===== src/rtl/call_ret_ctrl_pkg.sv =====
// call_ret_ctrl_pkg
// Shared definitions for the CALL/RET controller slice:
//   - stack opcodes (bit 3 marks an active stack operation; the stack acts on
//     the rising edge of that bit, so a NOP must separate consecutive ops)
//   - FSM state encodings for call_ret_ctrl
package call_ret_ctrl_pkg;

    localparam logic [3:0] OP_NOP    = 4'h0;
    localparam logic [3:0] OP_PUSH_R = 4'h9;
    localparam logic [3:0] OP_POP_R  = 4'hA;

    typedef enum logic [2:0] {
        ST_IDLE = 3'd0,
        ST_PUSH = 3'd1,
        ST_POP  = 3'd2,
        ST_CAPT = 3'd3,
        ST_RESP = 3'd4
    } state_t;

endpackage


===== src/rtl/call_ret_depth.sv =====
// call_ret_depth
// Stack depth tracker for the optional overflow/underflow guard.
// Counts 0..DEPTH; the parent only pulses i_inc when not full and i_dec when
// not empty, so the counter itself needs no saturation.
// Ports:
//   clk, reset       clock, synchronous active-high reset (depth -> 0)
//   i_inc / i_dec    one-cycle increment / decrement requests
//   o_full           depth == DEPTH
//   o_empty          depth == 0
module call_ret_depth #(
    parameter int DEPTH = 12
) (
    input  logic clk,
    input  logic reset,
    input  logic i_inc,
    input  logic i_dec,
    output logic o_full,
    output logic o_empty
);

    localparam int CNT_W = $clog2(DEPTH + 1);

    logic [CNT_W-1:0] r_depth;

    always_ff @(posedge clk) begin
        if (reset) begin
            r_depth <= '0;
        end else if (i_inc) begin
            r_depth <= r_depth + 1'b1;
        end else if (i_dec) begin
            r_depth <= r_depth - 1'b1;
        end
    end

    assign o_full  = (r_depth == CNT_W'(DEPTH));
    assign o_empty = (r_depth == '0);

endmodule


===== src/rtl/call_ret_ctrl.sv =====
// call_ret_ctrl
// Sequences CALL (push return address) and RET (pop return address) requests
// onto an external registered stack and returns one response per request.
// Sequence: IDLE -> PUSH|POP -> CAPT -> RESP -> IDLE (4 cycles per request
// with rsp_ready held high).
// Optional feature macro: CALL_RET_GUARD_EN -- adds a depth tracker that
// suppresses pushes when full / pops when empty and flags rsp_err.
// Ports:
//   clk, reset                 clock, synchronous active-high reset
//   req_valid/req_ready        request handshake (ready only in IDLE)
//   req_call, req_addr         1 = CALL with return address, 0 = RET
//   stk_opcode, stk_push       opcode and push data to the stack
//   stk_pop                    registered pop data from the stack
//   rsp_valid/rsp_ready        response handshake
//   rsp_addr, rsp_err          saved/popped address, overflow/underflow flag
module call_ret_ctrl
    import call_ret_ctrl_pkg::*;
#(
    parameter int DATA_W = 14,
    parameter int DEPTH  = 12
) (
    input  logic              clk,
    input  logic              reset,
    input  logic              req_valid,
    output logic              req_ready,
    input  logic              req_call,
    input  logic [DATA_W-1:0] req_addr,
    output logic [3:0]        stk_opcode,
    output logic [DATA_W-1:0] stk_push,
    input  logic [DATA_W-1:0] stk_pop,
    output logic              rsp_valid,
    input  logic              rsp_ready,
    output logic [DATA_W-1:0] rsp_addr,
    output logic              rsp_err
);

    state_t            r_state;
    state_t            w_next_state;
    logic              r_call;
    logic [DATA_W-1:0] r_addr;
    logic [DATA_W-1:0] r_rsp_addr;
    logic [DATA_W-1:0] w_capt_addr;
    logic              w_accept;
    logic              w_skip;

    assign w_accept = req_valid && (r_state == ST_IDLE);

`ifdef CALL_RET_GUARD_EN
    logic w_full;
    logic w_empty;
    logic w_inc;
    logic w_dec;
    logic r_skip;
    logic r_rsp_err;

    // A guarded operation is replaced by a NOP; the depth only moves when
    // the real opcode goes out.
    assign w_skip = ((r_state == ST_PUSH) && w_full) ||
                    ((r_state == ST_POP)  && w_empty);
    assign w_inc  = (r_state == ST_PUSH) && !w_full;
    assign w_dec  = (r_state == ST_POP)  && !w_empty;

    call_ret_depth #(
        .DEPTH (DEPTH)
    ) u_depth (
        .clk     (clk),
        .reset   (reset),
        .i_inc   (w_inc),
        .i_dec   (w_dec),
        .o_full  (w_full),
        .o_empty (w_empty)
    );

    always_ff @(posedge clk) begin
        if (reset) begin
            r_skip    <= 1'b0;
            r_rsp_err <= 1'b0;
        end else begin
            if ((r_state == ST_PUSH) || (r_state == ST_POP)) begin
                r_skip <= w_skip;
            end
            if (r_state == ST_CAPT) begin
                r_rsp_err <= r_skip;
            end
        end
    end

    assign rsp_err     = r_rsp_err;
    // Underflowed RET reports address 0 rather than stale stack data.
    assign w_capt_addr = r_call ? r_addr : (r_skip ? '0 : stk_pop);
`else
    assign w_skip      = 1'b0;
    assign rsp_err     = 1'b0;
    assign w_capt_addr = r_call ? r_addr : stk_pop;
`endif

    // FSM state register
    always_ff @(posedge clk) begin
        if (reset) begin
            r_state <= ST_IDLE;
        end else begin
            r_state <= w_next_state;
        end
    end

    // FSM next-state logic
    always_comb begin
        w_next_state = r_state;
        case (r_state)
            ST_IDLE: begin
                if (req_valid) begin
                    w_next_state = req_call ? ST_PUSH : ST_POP;
                end
            end
            ST_PUSH: w_next_state = ST_CAPT;
            ST_POP:  w_next_state = ST_CAPT;
            ST_CAPT: w_next_state = ST_RESP;
            ST_RESP: begin
                if (rsp_ready) begin
                    w_next_state = ST_IDLE;
                end
            end
            default: w_next_state = ST_IDLE;
        endcase
    end

    // FSM outputs
    always_comb begin
        stk_opcode = OP_NOP;
        req_ready  = 1'b0;
        rsp_valid  = 1'b0;
        case (r_state)
            ST_IDLE: req_ready = 1'b1;
            ST_PUSH: begin
                if (!w_skip) begin
                    stk_opcode = OP_PUSH_R;
                end
            end
            ST_POP: begin
                if (!w_skip) begin
                    stk_opcode = OP_POP_R;
                end
            end
            ST_RESP: rsp_valid = 1'b1;
            default: ;
        endcase
        // An in-flight op is dropped the moment reset is seen.
        if (reset) begin
            stk_opcode = OP_NOP;
        end
    end

    // Request latch and response capture
    always_ff @(posedge clk) begin
        if (reset) begin
            r_call     <= 1'b0;
            r_addr     <= '0;
            r_rsp_addr <= '0;
        end else begin
            if (w_accept) begin
                r_call <= req_call;
                if (req_call) begin
                    r_addr <= req_addr;
                end
            end
            // stk_pop is valid in CAPT, one cycle after the POP opcode.
            if (r_state == ST_CAPT) begin
                r_rsp_addr <= w_capt_addr;
            end
        end
    end

    assign stk_push = r_addr;
    assign rsp_addr = r_rsp_addr;

endmodule


===== config.mk =====
export PLATFORM = sky130hd
export DESIGN_NAME = call_ret_ctrl
export DESIGN_NICKNAME = d
export VERILOG_FILES = /design/src/rtl/call_ret_ctrl_pkg.sv /design/src/rtl/call_ret_depth.sv /design/src/rtl/call_ret_ctrl.sv
export SDC_FILE = /design/constraint.sdc
export NUM_CORES = 1
export LEC_CHECK = 0
export CAP_MARGIN = 10
export CORE_MARGIN = 2
export CORE_UTILIZATION = 44
export CTS_BUF_LIST = sky130_fd_sc_hd__clkbuf_8 sky130_fd_sc_hd__clkbuf_16
export DETAILED_ROUTE_END_ITERATION = 8
export PLACE_DENSITY = 0.84
export SLEW_MARGIN = 10
export SYNTH_ARGS = -nofsm -noshare
export SYNTH_HDL_FRONTEND = slang
export SYNTH_SLANG_ARGS = --single-unit

===== constraint.sdc =====
create_clock -name clk -period 1.95 [get_ports clk]
set_input_delay 0.195 -clock clk [delete_from_list [all_inputs] [get_ports clk]]
set_output_delay 0.195 -clock clk [all_outputs]
set_load 0.01 [all_outputs]

==> flow_summary.yaml, run 1 <==
# flow metrics
status:
  outcome: "finished clean"
floorplan:
  dieArea_sq_um: 3860
  fp-utilization_pct: 45.3
  die_w_um: 62.1
  io_pins: 68
  core_sq_um: 3280
final_timing:
  drv_slew: 0
  fin_crit_sh_pct: 96.5
  rsz0062_at_grt: "false"
  period_minus_slack_ps: 1880
detailed_routing:
  wl_met3_um: 154
  wl_met1_um: 1520
  ant_nets: 0
  vias_per_cell: 4.73
  remaining_drc_errors: 0
  first_iter_violations: 55
power_and_ir_drop:
  pwr-share-comb_pct: 24.3
  p_sw_share_pct: 26.1
  power_density_nw_per_um2: 718
  switchingPower_w: 0.000415
layout:
  clock_area_share_pct: 3.51
  signal_buffers: 69
  area_growth_pct: 48.7
  fin_nets: 245
  num-multi-input-gates: 103
  comb_area_sq_um: 752
  sh_seq_area_pct: 29.0
  clock_buffers: 5
worst_setup_path:
  crit_path_end_kind: "primary output"
  timing.rr.start: "r_state[0]"
  regToRegEndpoint: "rsp_addr[2]"
  critPathArrivalTime_ps: 1690
grt:
  grtUsageTotal_pct: 19.4
  overflow: 0
  grt_pass1_vias: 1235
  grt_start_max_net_pins: 42
worst_hold_path:
  hold_end: "stk_push[8]"
  min_path_type: "in2reg"
  hold_path_depth: 3
cts:
  cts.sinks: 32
  hold_buffers: 0
  clock_latency_ps: 280
  cts_tree: "yes"
  root_buffer: "clkbuf_8"
  numCtsBuffers: 5
synthesis:
  syn_inst: 149
  synth_area_per_cell_sq_um: 9.98
  ys.flops: 32
  synth_seq_share_pct: 43.1
  syn_area_sq_um: 1490
placed_design:
  dpl_cell_area_sq_um: 2120
  gp_congestion: 0.970
  port_buffers: 65
run 1: cells by family (layout without fill, tap and decap cells):
kind of cell           Yosys count  after routing  synth area share [%]
AND-OR/OR-AND                   20             20                  10.0
buffers and inverters           15             77                  7.48
flip-flops                      32             32                  43.1
multiplexers                    28             28                  18.8
other                            1              2                 0.252
AND/OR/NAND/NOR                 53             53                  20.4
run 1: stage by stage:
stage / hold slack, ps / setup WS [ps] / std cells
final: 489 / 68.7 / 258
after global routing: 497 / 10.2 / 258
after CTS: 489 / 33.5 / 258
after detailed placement: 492 / 14.2 / 251
after global placement: 483 / 113 / 251
after floorplan: 331 / 631 / 150
run 1: power by group through the flow:
stage | Combinational (W) | Clock, W | Sequential, W
finish | 0.000386 | 0.000455 | 0.000746
global route | 0.000415 | 0.000495 | 0.000755
CTS | 0.000387 | 0.000463 | 0.000746
detailed placement | 0.000385 | 0 | 0.000760
global placement | 0.000374 | 0 | 0.000755
floorplan | 0.000191 | 0 | 0.000770
run 1: worst max-delay path, cell delays in order (launching register included):
cell and delay, ps:
dfxtp_1 380, nor4b_2 350, or2_2 160, clkdlybuf4s50_1 520
run 1: Yosys cell counts:
cell type	instances	area [sq um]
a211o_2	1	10.0
a211oi_1	14	105
a21boi_0	1	7.51
a21oi_1	2	10.0
a31oi_1	1	6.26
and2_2	1	7.51
and3_1	1	6.26
and3b_2	1	10.0
buf_1	1	3.75
buf_12	1	20.0
buf_2	4	20.0
buf_4	3	22.5
buf_6	3	33.8
clkbuf_1	2	7.51
conb_1	1	3.75
dfxtp_1	32	641
inv_1	1	3.75
mux2i_1	28	280
nand2_1	1	3.75
nand2b_1	29	181
nor2_1	16	60.1
nor3_2	1	10.0
nor4b_1	2	17.5
o21ba_2	1	10.0
or2_2	1	6.26
run 1: state kept, by name, indices dropped and copies added (netlist names):
signal	cells
rsp_addr	14
stk_push	14
r_state	3
r_call	1
run 1: metal layers:
metal  track usage, %  up-vias
li1                 -      627
met1             23.6      544
met2             32.2       41
met3             4.17        8
met4             10.3        0
met5                0        -
run 1: layout by cell type, fill, tap and decap left out, types with 2 or more instances in the layout:
cell,netlist,final
nand2b_1,29,29
a211oi_1,14,14
mux2i_1,28,28
inv_1,1,2
clkbuf_8,0,5
conb_1,1,2
nor2_1,16,16
dfxtp_1,32,32
a21oi_1,2,2
clkdlybuf4s50_1,0,65
nor4b_2,0,2
buf_4,3,4
run 1: what timing repair did:
item / 4_1_cts / 5_1_grt
resized: 1 / 1
pin swaps: 0 / 0
setup endpoints to repair: 1 / 1
run 1: how the worst max path moves through the flow:
stage          cells past startpoint        from  slack, ps       endpoint
6_report                           3  r_state[2]         70  stk_opcode[3]
5_1_grt                            3  r_state[1]         10  stk_opcode[3]
4_1_cts                            3  r_state[2]         30  stk_opcode[3]
3_5_place_dp                       4       reset         10  stk_opcode[3]
3_3_place_gp                       4       reset        110  stk_opcode[3]
2_1_floorplan                      2  r_state[2]        630  stk_opcode[3]
### Where the registers sit, run 1

Scale: 8 px per um.
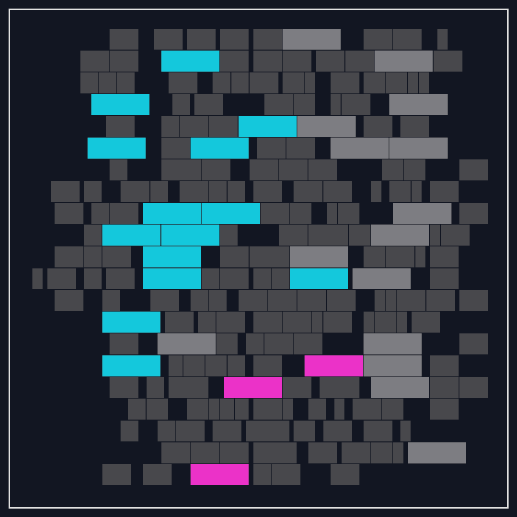
Key: magenta = r_state [sequential cells 3]; cyan = stk_push [sequential cells 14]
Another 15 sequential cells are not coloured.

### Layout detail, run 1

Region (11, 22) to (51, 62) um. Cells in grey, sequential cells in the stronger grey; small squares are vias.
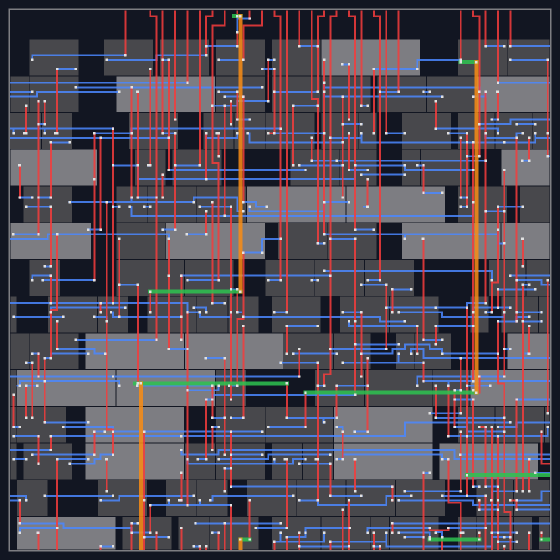
Key: red = metal 2; green = metal 3; orange = metal 4; blue = metal 1
Sequential cells in the window: 20. 120 logic cells have their middle in the window. Netlist names of flops here include stk_push (13), rsp_addr (7). Most frequent: clkdlybuf4s50_1 (28), mux2i_1 (24), dfxtp_1 (20).

### Routing congestion map, run 1

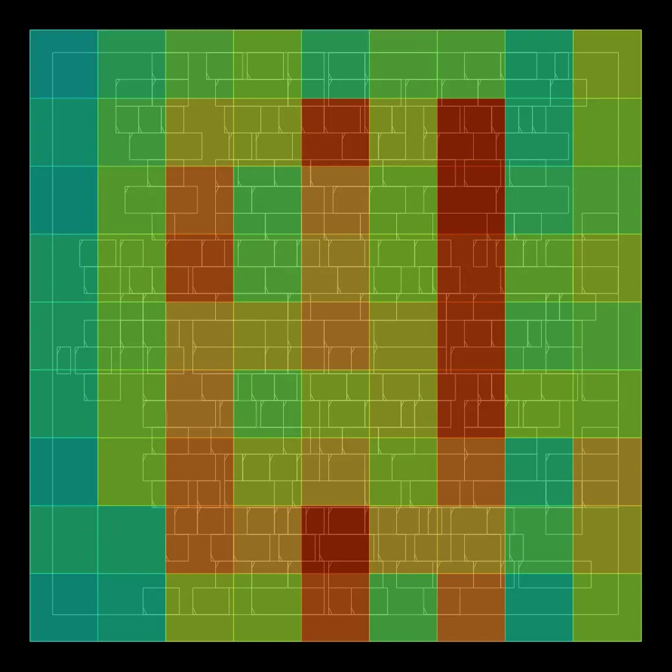
busiest grt layer: met2
final core utilization: 67.4%
grt met1 use: 23.6%
M2 GR Usage: 32.2%

### Signal wires on met2, run 1

Scale: 4 px per um.
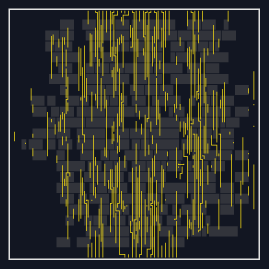
The wires run mostly vertical. The layer carries 1710 um of wire.

## Run 2: what changed since run 1
- PLACE_DENSITY: 0.84 -> 0.8
### Where the registers sit, run 2

Scale: 8 px per um.
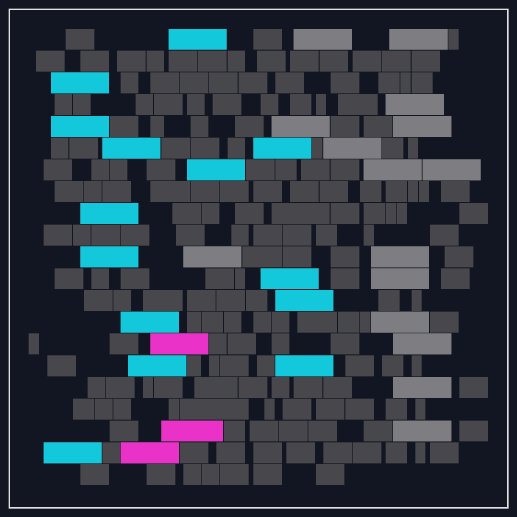
Key: magenta = r_state [sequential cells 3]; cyan = stk_push [sequential cells 14]
Another 15 sequential cells are not coloured.
Seq. cell area: 642 sq um
final core utilization: 67.8%
Seq area share: 28.8%

==> run 2 against run 1 <==
  * Setup slack got worse by 16 ps
  * Combinational power about the same
  * Global-route usage rose by 0.29 points
  * Register-to-register slack about the same
  * Sequential power up 1%
  * Count of clock-buffer cells in the layout did not move
  * Utilization increased by 0.46 points
  * Cell area is 0.68% higher
  * Sequential share of layout area decreased by 0.14 points
  * Largest cell class unchanged
  * Highest routed layer unchanged
==> flow_summary.yaml, run 2 <==
# flow metrics
power_and_ir_drop:
  pwr-share-comb_pct: 24.4
  power_density_nw_per_um2: 716
  p_sw_share_pct: 26.1
  switchingPower_w: 0.000416
  p_leak_nw: 0.777
  clock_power_share_pct: 28.3
  fin_total_pwr_w: 0.00159
grt:
  grtUsageTotal_pct: 19.7
  overflow: 0
  grt_pass1_vias: 1295
  grt_start_max_net_pins: 46
synthesis:
  synth_area_per_cell_sq_um: 9.98
  synthTopCellsByCount: "dfxtp_1, nand2b_1, mux2i_1, nor2_1, a211oi_1"
  syn_area_sq_um: 1490
  synth-edff-count: 0
  topCombFamilyByArea: "simple AND/OR/NAND/NOR gates"
  flop_cell: "dfxtp_1"
  yosys-top-cells-area: "dfxtp_1, mux2i_1, nand2b_1"
  fa_ha_area_share_pct: 0
  ys_sh_aoi_pct: 10.0
  yosys_cells: 149
  ys.flops: 32
  synth_dominant_cell_count: "dfxtp_1"
  async_flop_share_pct: 0
  ys_sh_mux_pct: 18.8
  top_area_share_pct: 43.1
  syn_inst: 149
  xor_share_pct: 0
  synth_seq_share_pct: 43.1
worst_setup_path:
  critPathArrivalTime_ps: 1700
  timing.rr.start: "r_state[1]"
  critical_path.startpoint: "r_state[2]"
  crit_path_end_kind: "primary output"
worst_hold_path:
  min_path_type: "in2reg"
floorplan:
  dieArea_sq_um: 3860
  io_pins: 68
  core_sq_um: 3280
  die_w_um: 62.1
  fp-utilization_pct: 45.3
cts:
  root_buffer: "clkbuf_8"
  cts_tree: "yes"
  hold_buffers: 0
  numCtsBuffers: 5
  clock_latency_ps: 270
  cts.sinks: 32
  clk_pin_slew_ps: 60
detailed_routing:
  wl_met1_um: 1550
  ant_nets: 0
  first_iter_violations: 40
  remaining_drc_errors: 0
  wl_met3_um: 112
  vias_per_cell: 4.79
layout:
  final_cell_mix: "clkdlybuf4s50_1, dfxtp_1, nand2b_1"
  layout_top_cell: "clkdlybuf4s50_1"
  comb_area_sq_um: 761
  fin_nets: 244
  area_growth_pct: 49.7
status:
  outcome: "finished clean"
placed_design:
  port_buffers: 65
  gp_congestion: 0.787
  dpl.hpwl_um: 2750
final_timing:
  setup_violations: 0
  drv_slew: 0
  timing.hold.ws_ps: 488
  fin_crit_sh_pct: 97.3
  period_minus_slack_ps: 1900
[run 2: layer usage]
| layer | up-vias | global-route usage [%] |
|---|---|---|
| li1 | 633 | - |
| met4 | 0 | 8.89 |
| met5 | - | 0 |
| met2 | 26 | 35.6 |
| met1 | 565 | 22.8 |
| met3 | 6 | 3.26 |
[run 2: what timing repair did]
item	in CTS	in global routing
setup buffers	0	0
hold endpoints to repair	0	0
setup endpoints to repair	0	2
gates resized	0	4
[run 2: worst max-delay path, cell delays in order (launching register included)]
cell and delay (ps):
dfxtp_1 400, nor4b_2 350, or2_2 160, clkdlybuf4s50_1 520
[run 2: cell type report]
type | count | share of cell area, %
Clock buffer | 5 | 3.09
Tap cell | 46 | 2.58
Sequential cell | 32 | 28.8
Inverter | 1 | 0.169
Timing Repair Buffer | 68 | 30.8
Clock inverter | 2 | 0.393
Multi-Input combinational cell | 103 | 34.2
[run 2: final timing paths]
kind	to	slack, ps	cells past startpoint
min	stk_push[2]	490	3
min reg2reg	rsp_addr[2]	500	2
max reg2reg	rsp_addr[11]	540	3
max	stk_opcode[3]	50	3
[run 2: stage by stage]
step | setup TNS, ps | instance area, sq um | std cells | util [%] | worst slack, ps
final | 0 | 2230 | 257 | 67.8 | 52.6
after global routing | -10.4 | 2230 | 257 | 67.8 | -10.4
after CTS | 0 | 2200 | 257 | 67.1 | 12.5
after detailed placement | 0 | 2130 | 250 | 64.8 | 67.8
after global placement | 0 | 2130 | 250 | 64.8 | 89.1
after floorplan | 0 | 1490 | 150 | - | 631
[run 2: cell families after synthesis]
family | Yosys count
flops | 32
compound gates | 20
other cells | 1
mux | 28
buf+inv | 15
simple gates | 53
[run 2: power by group through the flow]
| stage | Combinational [W] | Sequential, W | Clock (W) |
|---|---|---|---|
| 2_1_floorplan | 0.000191 | 0.000770 | 0 |
| 3_3_place_gp | 0.000376 | 0.000759 | 0 |
| 3_5_place_dp | 0.000386 | 0.000764 | 0 |
| 4_1_cts | 0.000388 | 0.000750 | 0.000466 |
| 5_1_grt | 0.000423 | 0.000762 | 0.000489 |
| 6_report | 0.000389 | 0.000754 | 0.000451 |
## Run 3: what changed since run 2
- PLACE_DENSITY: 0.8 -> default
- PLACE_DENSITY_LB_ADDON: default -> 0.08
### Routing congestion map, run 3

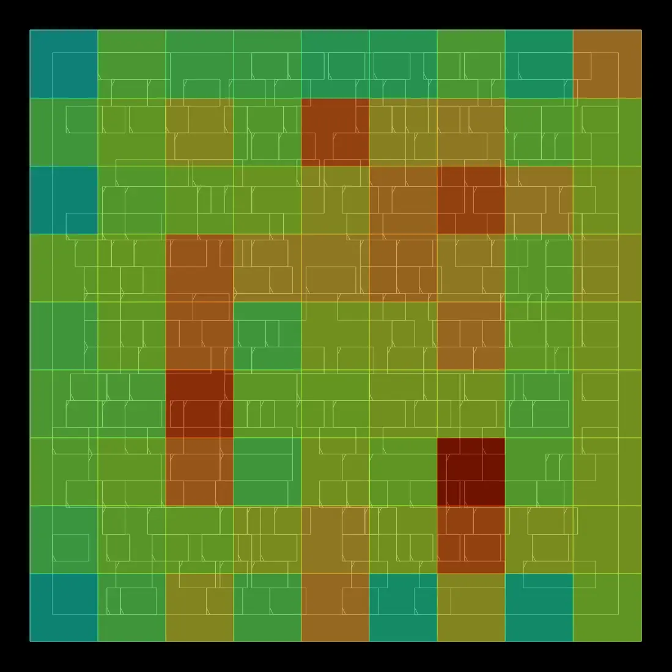
wire length per cell: 13.9 um
Global Route met3 Usage: 6.52%
final core utilization: 68.0%
grt met1 use: 21.2%

==> run 3 against run 2 <==
  * Synthesized cell count stayed put
  * Die size stayed put
  * Total power is 3.0% higher
  * Utilization is 0.19 points higher
  * First-iteration DRC count is 30% higher
  * Count of clock-buffer cells in the layout is 1 higher
  * Worst hold slack worse by 200 ps
  * Sequential power is 0.7% lower
  * Combinational power hardly changed
  * Clock skew is 0.90 ps higher
  * Critical path type unchanged
  * Largest cell class unchanged
  * Largest power group unchanged
  * Highest routed layer unchanged
==> flow_summary.yaml, run 3 <==
# flow metrics
status:
  outcome: "finished clean"
layout:
  final_cell_mix: "clkdlybuf4s50_1, dfxtp_1, nand2b_1"
  finalNonFillerCells: 259
  fin_nets: 244
floorplan:
  core_sq_um: 3280
  dieArea_sq_um: 3860
synthesis:
  yosys_cells: 149
  syn_inst: 149
  ys.flops: 32
  async_flop_share_pct: 0
  yosys-top-cells-area: "dfxtp_1, mux2i_1, nand2b_1"
placed_design:
  gp_congestion: 0.720
  port_buffers: 65
  dpl.hpwl_um: 2600
worst_setup_path:
  cp_slowest_cell: "clkdlybuf4s50_1"
  cp_top_family: "buffers and inverters"
  rrSetupSlack_ps: 520
  timing.rr.start: "r_state[1]"
  regToRegEndpoint: "rsp_addr[7]"
  critPathArrivalTime_ps: 1660
cts:
  cts_tree: "yes"
  cts.sinks: 32
  hold_buffers: 0
  clk_pin_slew_ps: 60
  postCtsSetupBuffers: 0
final_timing:
  period_minus_slack_ps: 1860
  setup_violations: 0
  fin_crit_sh_pct: 95.3
  drv_slew: 0
power_and_ir_drop:
  p_leak_nw: 0.792
  fin_total_pwr_w: 0.00164
  power_density_nw_per_um2: 735
worst_hold_path:
  min_path_type: "in2reg"
grt:
  grtUsageTotal_pct: 19.9
  grt_start_max_net_pins: 44
run 3: worst max path at each step:
stage                from             to  slack [ps]  cells past startpoint
6_report       r_state[1]  stk_opcode[3]          90                      3
5_1_grt        r_state[1]  stk_opcode[3]          10                      3
4_1_cts             reset  stk_opcode[3]          30                      4
3_5_place_dp        reset  stk_opcode[3]         -50                      4
3_3_place_gp        reset  stk_opcode[3]          60                      4
2_1_floorplan  r_state[2]  stk_opcode[3]         630                      2
run 3: kinds of logic after synthesis:
kind of cell | Yosys count | synth area share [%]
other | 1 | 0.252
flip-flops | 32 | 43.1
buffers and inverters | 15 | 7.48
AND-OR/OR-AND | 20 | 10.0
multiplexers | 28 | 18.8
AND/OR/NAND/NOR | 53 | 20.4
run 3: layout make-up:
class / count / share of cell area, %
multi-input combinational: 103 / 34.1
clock inverter: 2 / 0.336
inverter: 1 / 0.168
tap: 46 / 2.58
sequential: 32 / 28.8
timing repair buffer: 68 / 30.3
clock buffer: 6 / 3.70
antenna: 1 / 0.112
run 3: through the flow:
| stage | worst slack (ps) | area [sq um] |
|---|---|---|
| final | 91.3 | 2230 |
| after global routing | 12.5 | 2230 |
| after CTS | 32.4 | 2220 |
| after detailed placement | -54.4 | 2110 |
| after global placement | 63.5 | 2110 |
| after floorplan | 631 | 1490 |
run 3: routing by layer:
metal	share of wire (%)	GRT usage, %	routed length (um)
met2	51	35.6	1830
met1	41	21.2	1480
met5	0	0	0
met4	1.9	8.89	68
met3	6.1	6.52	221
run 3: worst register-to-register path, cell delays in order (launching register included):
cell      delay (ps)
dfxtp_1          450
and3b_2          560
nor2_1            90
a211oi_1         240
run 3: timing repair:
action	CTS	global route
gates resized	2	4
pin swaps	0	1
endpoints found under the setup margin	1	1
run 3: power by group:
part | internal, W | leakage [nW] | switching (W)
clock | 0.000277 | 0.0538 | 0.000227
sequential | 0.000706 | 0.261 | 0.0000434
combinational | 0.000232 | 0.477 | 0.000157

## Gallery

Selected gate families.
Scale: 8 px per um.
shot_01.png
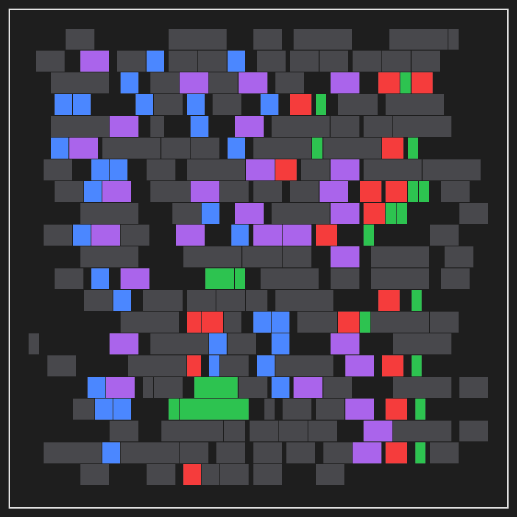
shot_02.png
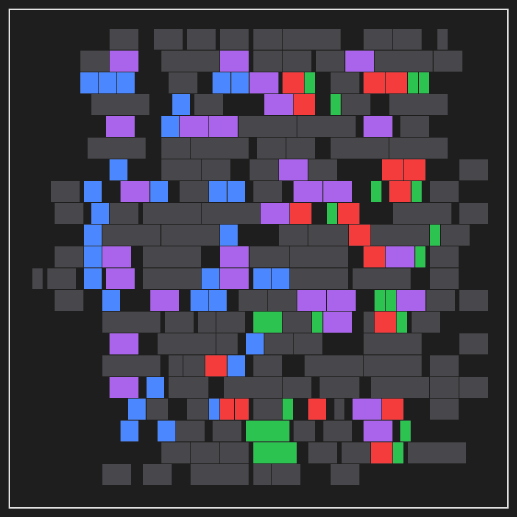
shot_03.png
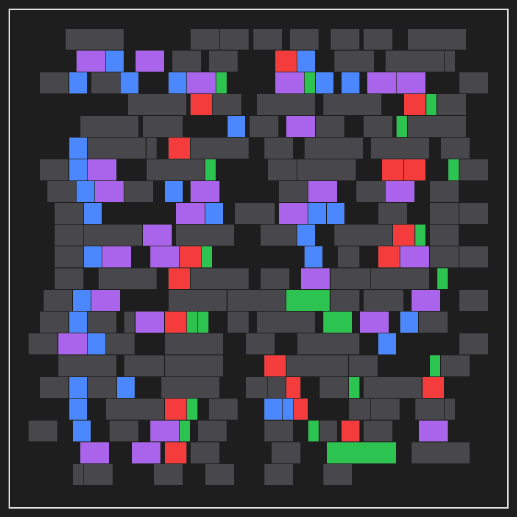
shot_01.png -> run 2
shot_03.png -> run 3
shot_02.png -> run 1

Key to shot_03.png:
Key: green = nor cells [cells 19]; purple = mux cells [cells 28, where spread over the die]; blue = nand cells [cells 30]; red = aoi and oai cells [cells 18]

No activity file was given, so power comes from the tool's default toggle rates.
